<file path="src/rtl/alu_issue_ctrl.sv">
// Issue controller for the 3-bit-ALUop ALU: decodes one MIPS ALU instruction, drives the
// ALU for one cycle, returns Result/flags over valid/ready, and keeps perf counters.
module alu_issue_ctrl #(
   parameter int unsigned CNT_W = 32
) (
   input  logic             clk,
   input  logic             resetn,
   input  logic             req_valid,
   output logic             req_ready,
   input  logic [5:0]       req_opcode,
   input  logic [5:0]       req_funct,
   input  logic [4:0]       req_shamt,
   input  logic [15:0]      req_imm,
   input  logic [31:0]      req_rs_val,
   input  logic [31:0]      req_rt_val,
   output logic [31:0]      alu_A,
   output logic [31:0]      alu_B,
   output logic [2:0]       alu_ALUop,
   input  logic [31:0]      alu_Result,
   input  logic             alu_Zero,
   input  logic             alu_Overflow,
   output logic             rsp_valid,
   input  logic             rsp_ready,
   output logic [31:0]      rsp_result,
   output logic             rsp_zero,
   output logic             rsp_overflow,
   output logic             rsp_illegal,
   input  logic             cnt_clr,
   output logic [CNT_W-1:0] cnt_issued,
   output logic [CNT_W-1:0] cnt_illegal,
   output logic [CNT_W-1:0] cnt_stall
);

   localparam logic [1:0] IDLE = 2'b00;
   localparam logic [1:0] EXEC = 2'b01;
   localparam logic [1:0] RESP = 2'b10;

   logic [1:0]  state;
   logic        trap_q;
   logic        accept;
   logic        dec_legal;
   logic        dec_trap;
   logic [2:0]  dec_op;
   logic [31:0] dec_a;
   logic [31:0] dec_b;
   logic [31:0] imm_sext;
   logic [31:0] imm_zext;

   assign imm_sext  = {{16{req_imm[15]}}, req_imm};
   assign imm_zext  = {16'h0000, req_imm};
   assign req_ready = (state == IDLE);
   assign rsp_valid = (state == RESP);
   assign accept    = req_valid && req_ready;

   always_comb begin
      dec_legal = 1'b1;
      dec_trap  = 1'b0;
      dec_op    = 3'b000;
      dec_a     = req_rs_val;
      dec_b     = req_rt_val;
      if (req_opcode == 6'b000000) begin
         case (req_funct)
            6'b100100: dec_op = 3'b000;
            6'b100101: dec_op = 3'b001;
            6'b100000: begin dec_op = 3'b010; dec_trap = 1'b1; end
            6'b100001: dec_op = 3'b010;
            6'b100010: begin dec_op = 3'b110; dec_trap = 1'b1; end
            6'b100011: dec_op = 3'b110;
            6'b101010: dec_op = 3'b111;
            6'b101011: dec_op = 3'b100;
            6'b000000: begin
               dec_op = 3'b101;
               dec_a  = req_rt_val;
               dec_b  = {27'd0, req_shamt};
            end
            6'b000100: begin
               dec_op = 3'b101;
               dec_a  = req_rt_val;
               dec_b  = {27'd0, req_rs_val[4:0]};
            end
            default:   dec_legal = 1'b0;
         endcase
      end else begin
         case (req_opcode)
            6'b001001: begin dec_op = 3'b010; dec_b = imm_sext; end
            6'b001100: begin dec_op = 3'b000; dec_b = imm_zext; end
            6'b001101: begin dec_op = 3'b001; dec_b = imm_zext; end
            6'b001010: begin dec_op = 3'b111; dec_b = imm_sext; end
            6'b001011: begin dec_op = 3'b100; dec_b = imm_sext; end
            6'b001111: begin dec_op = 3'b011; dec_b = imm_zext; end
            default:   dec_legal = 1'b0;
         endcase
      end
   end

   // Illegal ops skip EXEC and answer with fixed flags; ALU drive registers keep the last legal op.
   always_ff @(posedge clk or negedge resetn) begin
      if (!resetn) begin
         state        <= IDLE;
         trap_q       <= 1'b0;
         alu_A        <= '0;
         alu_B        <= '0;
         alu_ALUop    <= '0;
         rsp_result   <= '0;
         rsp_zero     <= 1'b0;
         rsp_overflow <= 1'b0;
         rsp_illegal  <= 1'b0;
      end else begin
         case (state)
            IDLE: begin
               if (accept) begin
                  if (dec_legal) begin
                     alu_A     <= dec_a;
                     alu_B     <= dec_b;
                     alu_ALUop <= dec_op;
                     trap_q    <= dec_trap;
                     state     <= EXEC;
                  end else begin
                     rsp_result   <= '0;
                     rsp_zero     <= 1'b1;
                     rsp_overflow <= 1'b0;
                     rsp_illegal  <= 1'b1;
                     state        <= RESP;
                  end
               end
            end
            EXEC: begin
               rsp_result   <= alu_Result;
               rsp_zero     <= alu_Zero;
               rsp_overflow <= alu_Overflow && trap_q;
               rsp_illegal  <= 1'b0;
               state        <= RESP;
            end
            RESP: begin
               if (rsp_ready) begin
                  state <= IDLE;
               end
            end
            default: state <= IDLE;
         endcase
      end
   end

   always_ff @(posedge clk or negedge resetn) begin
      if (!resetn) begin
         cnt_issued  <= '0;
         cnt_illegal <= '0;
         cnt_stall   <= '0;
      end else if (cnt_clr) begin
         cnt_issued  <= '0;
         cnt_illegal <= '0;
         cnt_stall   <= '0;
      end else begin
         if (accept && dec_legal) begin
            cnt_issued <= cnt_issued + CNT_W'(1);
         end
         if (accept && !dec_legal) begin
            cnt_illegal <= cnt_illegal + CNT_W'(1);
         end
         if (rsp_valid && !rsp_ready) begin
            cnt_stall <= cnt_stall + CNT_W'(1);
         end
      end
   end

endmodule

</file>
<file path="config.mk">
export PLATFORM = sky130hd
export DESIGN_NAME = alu_issue_ctrl
export DESIGN_NICKNAME = d
export VERILOG_FILES = /design/src/rtl/alu_issue_ctrl.sv
export SDC_FILE = /design/constraint.sdc
export NUM_CORES = 1
export LEC_CHECK = 0
export CAP_MARGIN = 10
export CORE_MARGIN = 2
export CORE_UTILIZATION = 50
export CTS_BUF_LIST = sky130_fd_sc_hd__clkbuf_8 sky130_fd_sc_hd__clkbuf_16
export DETAILED_ROUTE_END_ITERATION = 10
export PLACE_DENSITY = 0.85
export REMOVE_ABC_BUFFERS = 1
export SLEW_MARGIN = 20
export SYNTH_ARGS = -nofsm -noshare
export SYNTH_HDL_FRONTEND = slang
export SYNTH_SLANG_ARGS = --single-unit
</file>
<file path="constraint.sdc">
create_clock -name clk -period 4 [get_ports clk]
set_input_delay 0.4 -clock clk [delete_from_list [all_inputs] [get_ports clk]]
set_output_delay 0.4 -clock clk [all_outputs]
set_load 0.05 [all_outputs]
</file>
==> run_1/detail.png <==
Bar = 20 µm. Region (47, 76) to (97, 126) µm. Cells in gray, sequential cells in the stronger gray; small squares are vias.
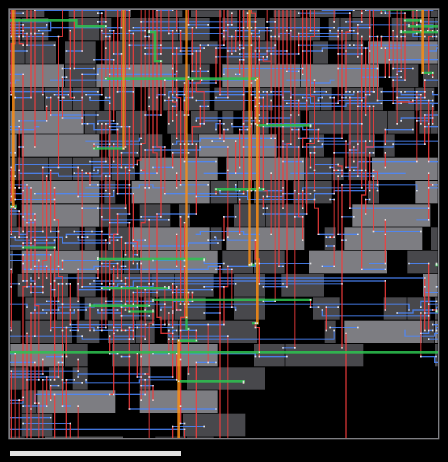
- metal 1: blue
- metal 2: red
- metal 3: green
- metal 4: orange
- netlist names of flops here include: `cnt_stall` (13), `cnt_illegal` (4), `alu_B` (2)
- most frequent: dfrtp_1 (26), clkdlybuf4s50_1 (23), nor2_1 (17)
- cells with their middle in the window: 165
- sequential cells in the window: 26

==> run_1/io_placement.png <==
Bar = 50 µm. Pins as bars across the die edge, other pins in gray.
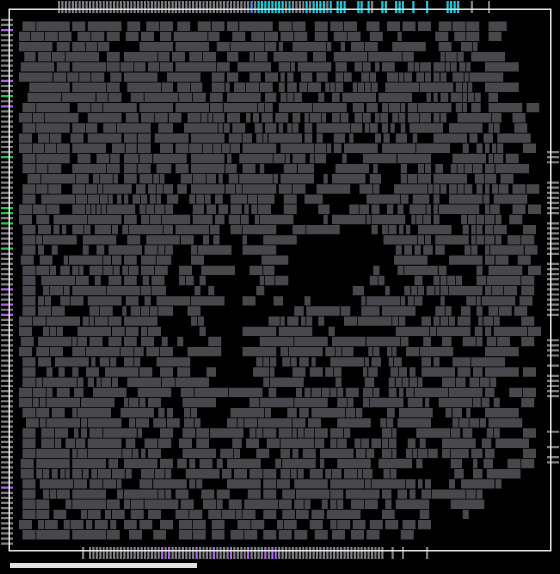
- `req_opcode`: green (pins 6; direction input; edge west)
- `req_valid`: blue (pins 1; direction input; edge north)
- `cnt_stall`: cyan (pins 32; direction output; edge north)
- `req_imm`: purple (pins 16; direction input; edge 9 south, 7 west)

==> run_1/metal_density.png <==
Bar = 50 µm. 29 x 29 tiles, from dark blue (low) to red (high), scaled to the fullest tile. Values are wire area over tile area, all layers added.
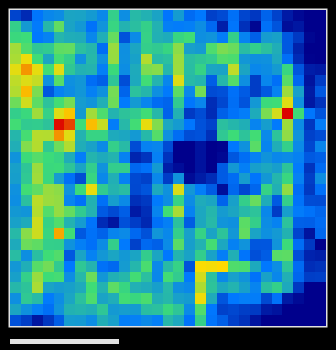
- mean over tiles: 0.25
- fullest tile: 0.74
- tiles over half the peak: 17%
- nearly empty tiles: 4.5%

==> flow_summary.ini, run 1 <==
; flow metrics
[final_timing]
period_used_share = 0.663
hold_slack_ps = 373
slew_headroom = 0.313
max_freq_mhz = 377
fin_skew_ps = 7.59
hold_viol_final = 0
final.min_clock_period_ps = 2650
setup_viol = 0
rsz0062_at_grt = no

[drt]
drt-initial-drc-count = 686
vias = 9476
ant_nets = 0
maxUsedRoutingLayer = met4
drt_pre_antenna_iters = 5
wl_per_cell_um = 20.1
met1_length_um = 12500

[hold_path]
whs_path_depth = 2
min_from = cnt_clr
whs_endpoint = cnt_stall[16]

[global_routing]
grt_max_degree = 88
grtUsageTotal = 0.295
grt.overflow.total = 0
grt_use_met3 = 0.0675
met2_usage = 0.498
busiest_layer = met2
grt_pass1_wl_um = 49000
grtUsageMet1 = 0.380

[cts]
numCtsBuffers = 22
cts_resized = 0
cts_buffer_depth = 3
h-tree-depth = 1
cts.clk_slew.worst_paths_ps = 60
root_buffer = clkbuf_16
cts.sinks = 201
clk_latency_ps = 500

[floorplan]
coreArea_um2 = 19400
chipWidth_um = 144
ios = 336
die_h_um = 144
die_area_um2 = 20900

[placement]
io_buffers = 335
gp_congestion = 0.845
dp.cells = 1542
hpwlAfterDp_um = 22100

[worst_setup_path]
path_buffers = 0
path_class = reg2reg
crit_top_cell = nand4_1
crit_slowest_cell = nor3_1
cp_num_cells = 5
endpoint = cnt_issued[30]
critical_path.max_stage_delay_ps = 620
required_ps = 4430
crit_start = cnt_issued[3]
rr_worst_depth = 5
start_kind = flip-flop
arrival_ps = 3080

[synth]
synth_cells = 994
async_reset_ff_frac = 1.00
synth_cell_type_count = 57
ys_cells = 994
ys_area_um2 = 9860
seq_area_frac_synth = 0.510
ys_top_cells_by_area = dfrtp_1, o21ai_0, mux2i_1
ys.flop_type = dfrtp_1
numSynthFlops = 201
largest_area_cell = dfrtp_1
syn-cell-area_um2 = 9860
top_area_frac = 0.510
synth_warnings = 0

[cells_and_area]
areaGrowthSynthToFinish_pct = 44.0
fin_nets = 1441
layout_top_cells_excl_fill_tap = clkdlybuf4s50_1, dfrtp_1, o21ai_0
design_area_um2 = 14200

[flow_run]
drv_cap = 0
warnings = 25

[power_and_ir_drop]
p_per_area_nw_per_um2 = 463
ir_drop_mv = 0.516

[status]
status = finished, final reports clean
## run 1: cells in the mapped netlist, types with 13 or more instances
| library cell | count |
|---|---|
| buf_2 | 13 |
| dfrtp_1 | 201 |
| or4_1 | 33 |
| o21ai_0 | 125 |
| nand3_1 | 40 |
| a22o_1 | 32 |
| or3_1 | 25 |
| nand2_1 | 40 |
| xnor2_1 | 22 |
| o31ai_1 | 61 |
| nor2_1 | 64 |
| nor3_1 | 18 |
| mux2i_1 | 46 |
| inv_1 | 20 |
| clkbuf_1 | 52 |
| a21oi_1 | 68 |
| nand4_1 | 25 |
## run 1: state kept, by name, summed over array words and instances (netlist names)
register	count
rsp_zero	1
cnt_issued	32
alu_B	32
alu_ALUop	3
rsp_illegal	1
rsp_result	32
rsp_overflow	1
cnt_illegal	32
trap_q	1
state	2
cnt_stall	32
alu_A	32
## run 1: kinds of logic (layout without fill, tap and decap cells)
kind of cell / Yosys count / after routing / synth area share
compound gates: 316 / 316 / 0.198
xor+xnor: 32 / 32 / 0.0284
fa+ha+maj: 3 / 3 / 0.00381
buf+inv: 92 / 415 / 0.0382
flops: 201 / 201 / 0.510
mux: 54 / 54 / 0.0558
other cells: 0 / 1 / 0
simple gates: 296 / 296 / 0.166
## run 1: cell type report
class | instances | area [µm²]
repair buffers | 355 | 3520
multi-input cells | 701 | 4480
diodes | 1 | 2.50
clock buffers | 27 | 631
flip-flops and latches | 201 | 5030
well taps | 265 | 332
inverters | 21 | 78.8
fillers | 1414 | 5200
clock inverters | 12 | 129
## run 1: power breakdown
part,switching (mW),internal (mW)
Clock,0.833,1.30
Sequential,0.144,2.27
Combinational,1.35,0.673
## run 1: repair_timing
| action | 4_1_cts | 5_1_grt |
|---|---|---|
| endpoints found under the hold margin | 80 | 0 |
| hold buffers | 1 | 0 |
| setup buffers | 0 | 0 |
==> run_1/clocks.png <==
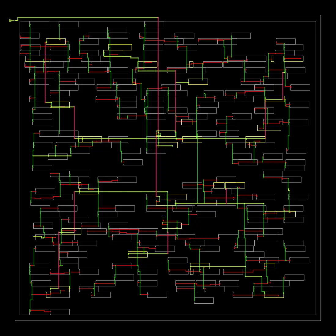

==> run 1 -> run 2 <==
--- a/config.mk
+++ b/config.mk
@@ -7,10 +7,10 @@
 export LEC_CHECK = 0
 export CAP_MARGIN = 10
 export CORE_MARGIN = 2
-export CORE_UTILIZATION = 50
+export CORE_UTILIZATION = 42
 export CTS_BUF_LIST = sky130_fd_sc_hd__clkbuf_8 sky130_fd_sc_hd__clkbuf_16
 export DETAILED_ROUTE_END_ITERATION = 10
-export PLACE_DENSITY = 0.85
+export PLACE_DENSITY = 0.76
 export REMOVE_ABC_BUFFERS = 1
 export SLEW_MARGIN = 20
 export SYNTH_ARGS = -nofsm -noshare
==> constraint.sdc (replaced) <==
create_clock -name clk -period 2.3 [get_ports clk]
set_input_delay 0.23 -clock clk [delete_from_list [all_inputs] [get_ports clk]]
set_output_delay 0.23 -clock clk [all_outputs]
set_load 0.05 [all_outputs]
==> run_2/clocks.png <==
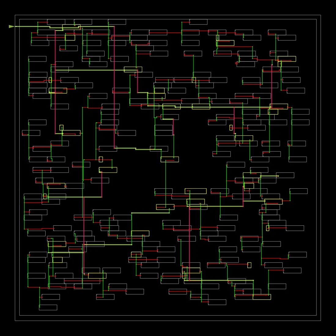
total CTS buffers: 23
clk pwr: 3.58 mW
Late-Pin Clk Latency: 510 ps
Worst Skew: 15.9 ps
CTS sink count: 201

==> run_2/io_placement.png <==
Bar = 50 µm. Pins as bars across the die edge, other pins in gray.
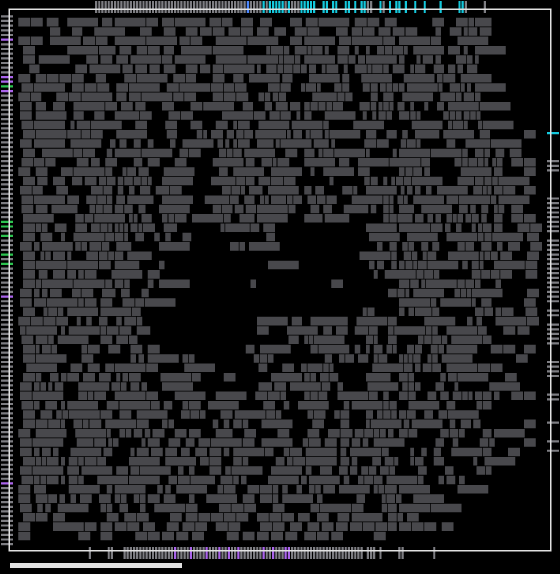
- `cnt_stall`: cyan (pins 32; direction output; edge 31 north, 1 east)
- `req_opcode`: green (pins 6; direction input; edge west)
- `req_imm`: purple (pins 16; direction input; edge 10 south, 6 west)
- `req_valid`: blue (pins 1; direction input; edge north)

==> flow_summary.ini, run 2 <==
; flow metrics
[worst_setup_path]
rr_startpoint = cnt_illegal[6]
rr_worst_depth = 5
arrival_ps = 1980
crit_start = state[0]
start_kind = flip-flop
crit_path_cell_trace = buf_4 > nor2_1 > clkdlybuf4s50_1
path_buffers = 2
cp_max_fo = 5
r2r_slack_ps = 130
cp_num_cells = 3
worstReg2RegEnd = cnt_illegal[31]
path_class = reg2out
crit_path_end_kind = primary output
crit_family = buffers and inverters
crit_slowest_cell = clkdlybuf4s50_1
required_ps = 2070
critical_path.max_stage_delay_ps = 840

[final_timing]
final.min_clock_period_ps = 2210
period_used_share = 0.961
worst_slew_pin_slew_ps = 662
rsz0062_at_grt = no
report.final.slew_viol_count = 0
hold_viol_final = 0
max_freq_mhz = 452
hold_slack_ps = 207
fin_ws_ps = 89.7
slew_headroom = 0.559
setup_viol = 0

[synth]
ys_area_um2 = 9860
ys_sh_adder = 0.00381
top_area_frac = 0.510
xor_area_frac = 0.0284
mux_share = 0.0558
ys_cells = 994
edf_count = 0
synth_cell_type_count = 57
synth_cells = 994
syn-cell-area_um2 = 9860
syn_area_per_cell_um2 = 9.92
ys_top_cells_by_area = dfrtp_1, o21ai_0, mux2i_1
synth_warnings = 0
largest_area_cell = dfrtp_1
top_logic_kind = AND-OR/OR-AND gates
ys.flop_type = dfrtp_1
top_cells_by_count = dfrtp_1, o21ai_0, a21oi_1
most_common_cell = dfrtp_1
numSynthFlops = 201
simple_gate_share = 0.166
yosys.area_share.aoi = 0.198
seq_area_frac_synth = 0.510
async_reset_ff_frac = 1.00

[global_routing]
met2_usage = 0.425
grtUsageTotal = 0.252
busiest_layer = met2
grt_pass1_wl_um = 50200
grt_pass1_vias = 9430
grt_max_degree = 71
grt_use_met3 = 0.0617
antenna_found_initial = 1
grtUsageMet1 = 0.324
grt.overflow.total = 0

[placement]
hpwlAfterDp_um = 23000
gp_congestion = 0.855
io_buffers = 335
pre_cts_slack_ps = -246

[drt]
routed_wirelength_um = 32000
vias = 9548
ant_nets = 0
vias_per_cell = 5.60
wl_per_cell_um = 18.8
drt-initial-drc-count = 526
maxUsedRoutingLayer = met4
drt_pre_antenna_iters = 5
dr_wl_met2_um = 15800
wl_met3_um = 2470
met1_length_um = 12900
drcViolationCount = 0

[floorplan]
fp_util = 0.424
chipWidth_um = 157
ios = 336
die_h_um = 157
die_area_um2 = 24700
coreArea_um2 = 23300
num_rows = 56

[cts]
cts.clk_slew.worst_paths_ps = 60
root_buffer = clkbuf_16
cts_tree = yes
h-tree-depth = 1
cts_buffer_depth = 3
postCtsSetupBuffers = 0

[cells_and_area]
regArea_um2 = 5030
final_layout_size_suffix_gt1_frac = 0.107
fin_nets = 1507
final_core_util = 0.640
mi_logic_area_um2 = 4490
areaGrowthSynthToFinish_pct = 51.1
mostFrequentLayoutCell = clkdlybuf4s50_1
layout_top_cells_excl_fill_tap = clkdlybuf4s50_1, dfrtp_1, o21ai_0
nFillCells = 1937

[flow_run]
warnings = 25
drv_cap = 0

[power_and_ir_drop]
ir_drop_mv = 0.734
leakage_nw = 5.91
power.total_mw = 11.3
p_per_area_nw_per_um2 = 762

[status]
status = finished, final reports clean

[hold_path]
whs_endpoint = cnt_stall[20]
min_from = cnt_clr
hold_class = in2reg
whs_path_depth = 2
==> run 2: cell counts after synthesis <==
No cell type changed its count.
==> run 2: stage by stage <==
step / instance area (µm²) / setup TNS [ps] / std cells
after floorplan: 9560 / -119690 / 923
after global placement: 14100 / -2560 / 1661
after detailed placement: 14100 / -5080 / 1661
after CTS: 14900 / 0 / 1703
after global routing: 14900 / 0 / 1704
final: 14900 / 0 / 1704
==> run 2: worst reg2reg max path: stages (launching register included) <==
cell,delay [ps]
dfrtp_1,450
nand4_1,270
nor4_2,390
nand3_1,250
or4_1,550
a21oi_1,170
==> run 2: layout make-up <==
| type | count | share of cell area |
|---|---|---|
| multi-input combinational | 701 | 0.302 |
| inverter | 21 | 0.00529 |
| tap | 319 | 0.0268 |
| clock buffer | 29 | 0.0442 |
| clock inverter | 12 | 0.00529 |
| sequential | 201 | 0.338 |
| antenna | 1 | 0.000168 |
| timing repair buffer | 420 | 0.279 |
==> run 2: cells by family after synthesis <==
kind of cell,count (synthesis)
multiplexers,54
flip-flops,201
buffers and inverters,92
XOR/XNOR,32
adder cells (fa/ha/maj),3
AND/OR/NAND/NOR,296
AND-OR/OR-AND,316
==> run 2: repair_timing <==
| item | in CTS | in global routing |
|---|---|---|
| endpoints found under the hold margin | 65 | 0 |
| endpoints found under the setup margin | 1 | 4 |
| hold buffers | 1 | 0 |
| resized | 1 | 3 |
==> run 2: worst max path at each step <==
stage | end | slack, ps
CTS | cnt_illegal[17] | 80
global placement | cnt_illegal[17] | -160
global route | cnt_stall[27] | 30
detailed placement | cnt_illegal[17] | -250
finish | req_ready | 90
floorplan | cnt_issued[13] | -1260
==> run 2: where the power goes <==
group | leakage [nW] | switching (mW) | internal, mW
sequential | 2.71 | 0.227 | 3.95
clock | 0.391 | 1.46 | 2.12
combinational | 2.81 | 2.36 | 1.23
==> run 2 -> run 3 <==
--- a/config.mk
+++ b/config.mk
@@ -6,7 +6,6 @@
 export NUM_CORES = 1
 export LEC_CHECK = 0
 export CAP_MARGIN = 10
-export CORE_MARGIN = 2
 export CORE_UTILIZATION = 42
 export CTS_BUF_LIST = sky130_fd_sc_hd__clkbuf_8 sky130_fd_sc_hd__clkbuf_16
 export DETAILED_ROUTE_END_ITERATION = 10
==> run_3/detail.png <==
Bar = 20 µm. Region (53, 84) to (103, 134) µm. Cells in gray, sequential cells in the stronger gray; small squares are vias.
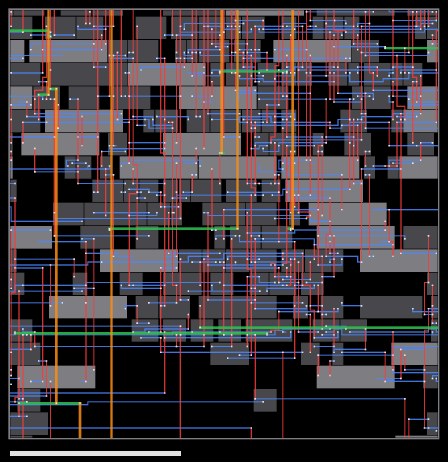
- metal 1: blue
- metal 4: orange
- metal 2: red
- metal 3: green
- netlist names of flops here include: `cnt_stall` (7), `cnt_illegal` (5), `alu_B` (2)
- most frequent: dfrtp_1 (20), clkdlybuf4s50_1 (19), nor2_1 (13)
- cells with their middle in the window: 141
- sequential cells in the window: 20

==> flow_summary.ini, run 3 <==
; flow metrics
[global_routing]
antenna_found_initial = 2
grt_pass1_vias = 9365
grt_max_degree = 67
grt_use_met3 = 0.0671
grt_pass1_wl_um = 51200
grtUsageMet1 = 0.342
grt.overflow.total = 0
grtUsageTotal = 0.268
busiest_layer = met2

[synth]
synth_cells = 994
top_area_frac = 0.510
syn_area_per_cell_um2 = 9.92
synth_cell_type_count = 57
top_cells_by_count = dfrtp_1, o21ai_0, a21oi_1
ys_cells = 994
ys_top_cells_by_area = dfrtp_1, o21ai_0, mux2i_1
async_reset_ff_frac = 1.00
synth_warnings = 0
ys_area_um2 = 9860
most_common_cell = dfrtp_1
ys.flop_type = dfrtp_1
syn-cell-area_um2 = 9860
numSynthFlops = 201

[cells_and_area]
final_core_util = 0.648
fin_cells = 1682
layout_top_cells_excl_fill_tap = clkdlybuf4s50_1, dfrtp_1, o21ai_0
final_layout_size_suffix_gt1_frac = 0.0951
fin_nets = 1491
design_area_um2 = 14800
mostFrequentLayoutCell = clkdlybuf4s50_1

[final_timing]
hold_slack_ps = 218
hold_viol_final = 0
fin_skew_ps = 9.14
setup_viol = 0
report.final.slew_viol_count = 0
slew_headroom = 0.570
final.min_clock_period_ps = 2210
rsz0062_at_grt = no
period_used_share = 0.962
max_freq_mhz = 452

[cts]
numCtsBuffers = 23
clk_latency_ps = 500
cts_tree = yes
cts_buffer_depth = 3
cts.clk_slew.worst_paths_ps = 60
root_buffer = clkbuf_16
cts.sinks = 201
h-tree-depth = 1

[floorplan]
die_h_um = 155
chipWidth_um = 155
die_area_um2 = 24100
num_rows = 55
ios = 336
coreArea_um2 = 22800
fp_util = 0.432

[placement]
placed_area_um2 = 14000
dp.cells = 1638
gp_congestion = 0.882
io_buffers = 335
hpwlAfterDp_um = 23100

[power_and_ir_drop]
p_per_area_nw_per_um2 = 778
powerComb_mw = 3.59
p_sw_mw = 4.05
p_seq_mw = 4.19
pg_clk_mw = 3.74
clockPowerShare = 0.325
combPwrFrac = 0.312
pwr-share-seq = 0.364
power.total_mw = 11.5
power_leader = registers
switching_share = 0.352
leakage_nw = 5.86
ir_drop_mv = 0.674

[worst_setup_path]
crit_path_cell_trace = buf_4 > nor2_1 > clkdlybuf4s50_1
crit_family = buffers and inverters
path_class = reg2out
arrival_ps = 1980
path_buffers = 2
start_kind = flip-flop
cp_max_fo = 7
critical_path.max_stage_delay_ps = 830
required_ps = 2070
crit_path_end_kind = primary output

[drt]
drt-initial-drc-count = 523
routed_wirelength_um = 32100
maxUsedRoutingLayer = met4
met1_length_um = 13100
drcViolationCount = 0
ant_nets = 0
vias_per_cell = 5.60
wl_met3_um = 2320
vias = 9425
drt_pre_antenna_iters = 5
dr_wl_met2_um = 15700
wl_per_cell_um = 19.1

[flow_run]
drv_cap = 0
warnings = 25

[status]
status = finished, final reports clean

[hold_path]
hold_class = in2reg
==> run_3/metal_density.png <==
Bar = 50 µm. 31 x 31 tiles, from dark blue (low) to red (high), scaled to the fullest tile. Values are wire area over tile area, all layers added.
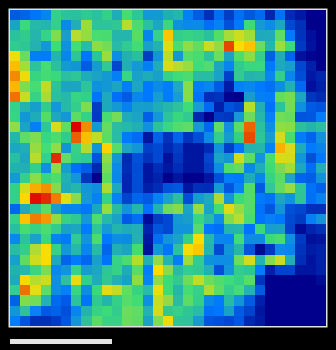
- tiles over half the peak: 23%
- densest ninth of the die: west
- emptiest ninth of the die: south-east
- nearly empty tiles: 4.7%
- fullest tile: 0.60
- mean over tiles: 0.22

## run 3: worst paths after layout
| check | from | slack (ps) | cells past startpoint | end |
|---|---|---|---|---|
| max | state[1] | 90 | 3 | req_ready |
| min | cnt_clr | 220 | 2 | cnt_illegal[13] |
| max reg2reg | state[1] | 140 | 6 | cnt_illegal[17] |
| min reg2reg | rsp_overflow | 500 | 1 | rsp_overflow |
| max in group asynchronous | resetn | 1300 | 3 | cnt_illegal[23] |
| min in group asynchronous | resetn | 280 | 2 | cnt_stall[25] |
## run 3: kinds of logic after synthesis
kind of cell             Yosys count  synth area share
buffers and inverters             92            0.0382
AND-OR/OR-AND                    316             0.198
AND/OR/NAND/NOR                  296             0.166
flip-flops                       201             0.510
multiplexers                      54            0.0558
XOR/XNOR                          32            0.0284
adder cells (fa/ha/maj)            3           0.00381
## run 3: through the flow
step / setup WS (ps) / TNS (ps)
final: 87.0 / 0
after global routing: 4.69 / 0
after CTS: 13.2 / 0
after detailed placement: -206 / -12200
after global placement: -171 / -7440
after floorplan: -1260 / -119690
## run 3: area by class of cell
| cell class | instances | area, µm² |
|---|---|---|
| clock buffers | 31 | 686 |
| repair buffers | 404 | 4030 |
| clock inverters | 9 | 92.6 |
| diodes | 2 | 5.00 |
| well taps | 313 | 392 |
| inverters | 21 | 78.8 |
| fillers | 1832 | 8050 |
| flip-flops and latches | 201 | 5030 |
| multi-input cells | 701 | 4490 |
## run 3: what timing repair did
action | in CTS | in global routing
gates resized | 0 | 3
hold buffers | 1 | 0
buffers inserted | 0 | 1
endpoints found under the hold margin | 61 | 0
endpoints found under the setup margin | 0 | 6
Power is estimated from default activity; no workload was simulated.
